metal_density.png
The die is cut into 27 by 21 equal tiles; dark blue is low, red is high, scaled to the fullest tile. Values are wire area over tile area, all layers added.
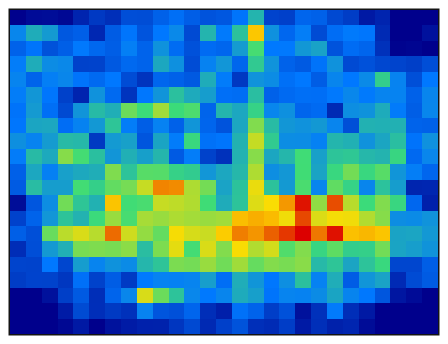
placement.png
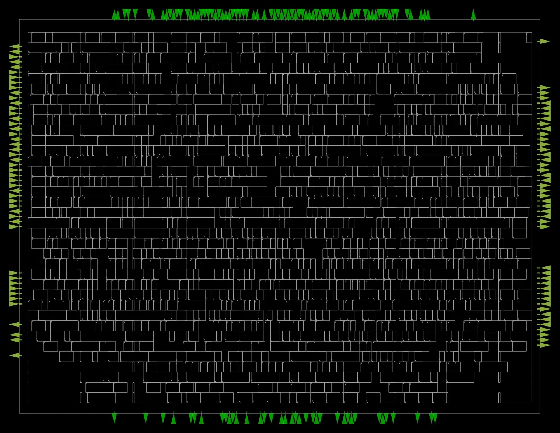
Design mem_access_ctrl, sky130hd; sources not shown.
==> flow_metrics.py <==
# Synthesis and PnR figures
metrics = {
    "place": {
        "final_weighted_congestion_in_routability_driven_placement": 0.9849,
        "placement.setup.worst_slack_ps": 1284,
        "placement.cell_area_sq_um": 8647,
        "portBuffers": 200,
        "detailedPlacementHpwl_um": 15600,
    },
    "grt": {
        "gr-total-overflow": 0,
        "antenna_found_initial": 0,
        "grt_start_max_net_pins": 112,
        "first_global_vias": 6987,
        "grt_first_pass_wirelength_um": 35880,
    },
    "synthesis": {
        "synthCells": 1045,
        "post_synth_fa_ha_maj_area_fraction_pct": 1.874,
        "yosys_cell_count": 1045,
        "ys_dominant_reg_cell": "dfxtp_1",
        "yosys.area_share.xor_xnor_pct": 0,
        "postSynthAreaPerCell_sq_um": 6.389,
        "mux_share_pct": 0,
        "ys.flops": 119,
        "ao_oa_area_share_pct": 23.39,
        "synth_warnings": 0,
        "synth-async-reset-ratio_pct": 0,
        "netlist_logic_family_top": "simple AND/OR/NAND/NOR gates",
        "edf_count": 0,
        "postSynthSeqShare_pct": 35.68,
        "mappedNetlistArea_sq_um": 6676,
        "yosys.stat.chipArea_sq_um": 6676,
        "simple_gate_share_pct": 26.97,
        "yosys.cell_types.count": 37,
    },
    "sta": {
        "period_used_pct": 80.07,
        "grt_setup_unrepaired": "no",
        "max_slew.worst_pin.slew_ps": 1896,
        "drv_slew": 212,
        "setup_ws_ps": 916.9,
        "finalSetupTns_ps": 0,
        "finalSetupViolCount": 0,
        "number_of_hold_slack_violations_in_the_final_timing_report": 0,
        "max-slew-margin-rel_pct": -26.38,
        "fmax_mhz": 271.5,
        "final_min_period_ps": 3683,
    },
    "pwr": {
        "power.density_nw_per_um2": 645.1,
        "power.static_leakage_nw": 3.988,
        "vdd.ir_drop.worst_mv": 0.4164,
    },
    "run_status": {
        "status": "finished, violations left",
        "violations": "max-capacitance violations, max-slew violations",
    },
    "layout": {
        "layout-drive-gt1-share_pct": 5.090,
        "syn2layout_area_growth_pct": 38.76,
        "final_design_area_excluding_fillers_sq_um": 9264,
        "layout_top_cell_excl_fill_tap": "nand2_1",
        "lay_top_cells": "nand2_1 (300), clkdlybuf4s50_1 (187), o21ai_0 (126), dfxtp_1 (118), inv_1 (114)",
        "final_net_count": 1318,
        "diodes": 0,
    },
    "clock_tree": {
        "cts-buffers-inserted": 17,
        "clock_latency_ps": 420,
        "cts_sinks": 119,
        "cts.repair_timing.setup_buffer_count": 0,
        "cts.path.max_buffers": 2,
        "ctsRootBufferMaster": "clkbuf_16",
        "cts_resized": 0,
        "clkTransAtPathRegs_ps": 60,
        "clock_tree.htree_level_count": 4,
        "cts_hold_buffers": 0,
        "tritoncts": "built",
    },
    "drt": {
        "route.antenna.remaining_nets": 0,
        "drt_iter0_markers": 1071,
        "detail_route.wirelength_um": 22230,
        "route.detailed.vias_per_inst": 5.534,
        "detail_route.drc_violations": 0,
        "first_pass_drt_iterations": 7,
        "drt-wirelength-per-cell_um": 16.00,
    },
    "job": {
        "timing.max_cap.violations": 2,
        "log.warning_count": 36,
    },
    "floorplan": {
        "chip_area_sq_um": 14300,
        "initial_core_util_pct": 51.29,
        "die_h_um": 104.1,
        "fp-row-count": 36,
        "die_w_um": 137.4,
        "io-pin-count": 203,
        "placeableCoreArea_sq_um": 13020,
    },
    "critical_path": {
        "worstSetupEndpointType": "flip-flop",
        "crit_required_ps": 4700,
        "worstSetupStartpointType": "primary input",
        "r2r_cells": 8,
        "worstPathMaxFanout": 111,
        "timing.reg2reg.setup_slack_ps": 1630,
        "crit_arrival_ps": 3780,
        "timing.setup.critical_path_class": "primary input to flip-flop",
    },
    "worst_hold_path": {
        "hold_path_depth": 2,
        "worstHoldPathType": "flip-flop to flip-flop",
    },
}
-- metal_density.png (at the start) --
- tiles over half the peak: 20%
- nearly empty tiles: 5.1%
- fullest tile: 0.80
- mean over tiles: 0.26
- densest ninth of the die: center
- emptiest ninth of the die: north-east
total global routing track utilization: 31.27%
vias post-DR: 7687

-- placement.png (at the start) --
filler cell count in the final layout: 1079
non-filler instance count after layout: 1389
tap cell count: 171
post-layout utilization of the core: 71.16%

synthesized netlist by cell type (all sizes together) (10+ instances only):
cell type | count | area, sq um
ha | 10 | 125.1
o21ai | 139 | 695.7
o31ai | 15 | 112.6
buf | 40 | 225.2
nor2 | 61 | 260.3
nand2 | 302 | 1144
o22ai | 24 | 150.1
nand3 | 51 | 272.8
a31oi | 14 | 87.58
clkbuf | 30 | 115.1
nand4 | 17 | 106.4
dfxtp | 119 | 2382
inv | 119 | 451.7
a21oi | 87 | 439.2
layout make-up:
class | count | area (sq um)
clock buffer | 18 | 432.9
clock inverter | 14 | 188.9
fill | 1079 | 3754
inverter | 122 | 462.9
multi-input combinational | 735 | 3502
sequential | 119 | 2384
tap | 171 | 214.0
timing repair buffer | 210 | 2079
worst max-delay path, stage by stage:
cell and delay (ps):
dlygate4sd3_1 530, buf_4 220, inv_1 90, nand2_1 90, nor2_4 110, clkbuf_2 1360
nand4_1 200, nand3_1 160, a21oi_1 70
per-layer routing:
layer	GRT usage [%]	share of wire (%)
met5	0	0
met4	6.848	2.0
met2	48.05	44
met3	8.236	11
met1	43.91	42
report_power, final:
group          internal, mW  switching, mW  total (mW)
Clock                 0.876          0.547        1.42
Sequential             1.28          0.172        1.45
Combinational         0.736           2.37        3.10
Total                  2.89           3.08        5.98
per-stage QoR:
| stage | std cells | power [mW] | hold slack, ps |
|---|---|---|---|
| 2_1_floorplan | 1046 | 3.792 | 260.3 |
| 3_3_place_gp | 1357 | 4.512 | 268.8 |
| 3_5_place_dp | 1357 | 4.540 | 274.9 |
| 4_1_cts | 1389 | 5.955 | 288.4 |
| 5_1_grt | 1389 | 6.224 | 304.6 |
| 6_report | 1389 | 5.976 | 282.8 |
No activity file was given, so power comes from the tool's default toggle rates.
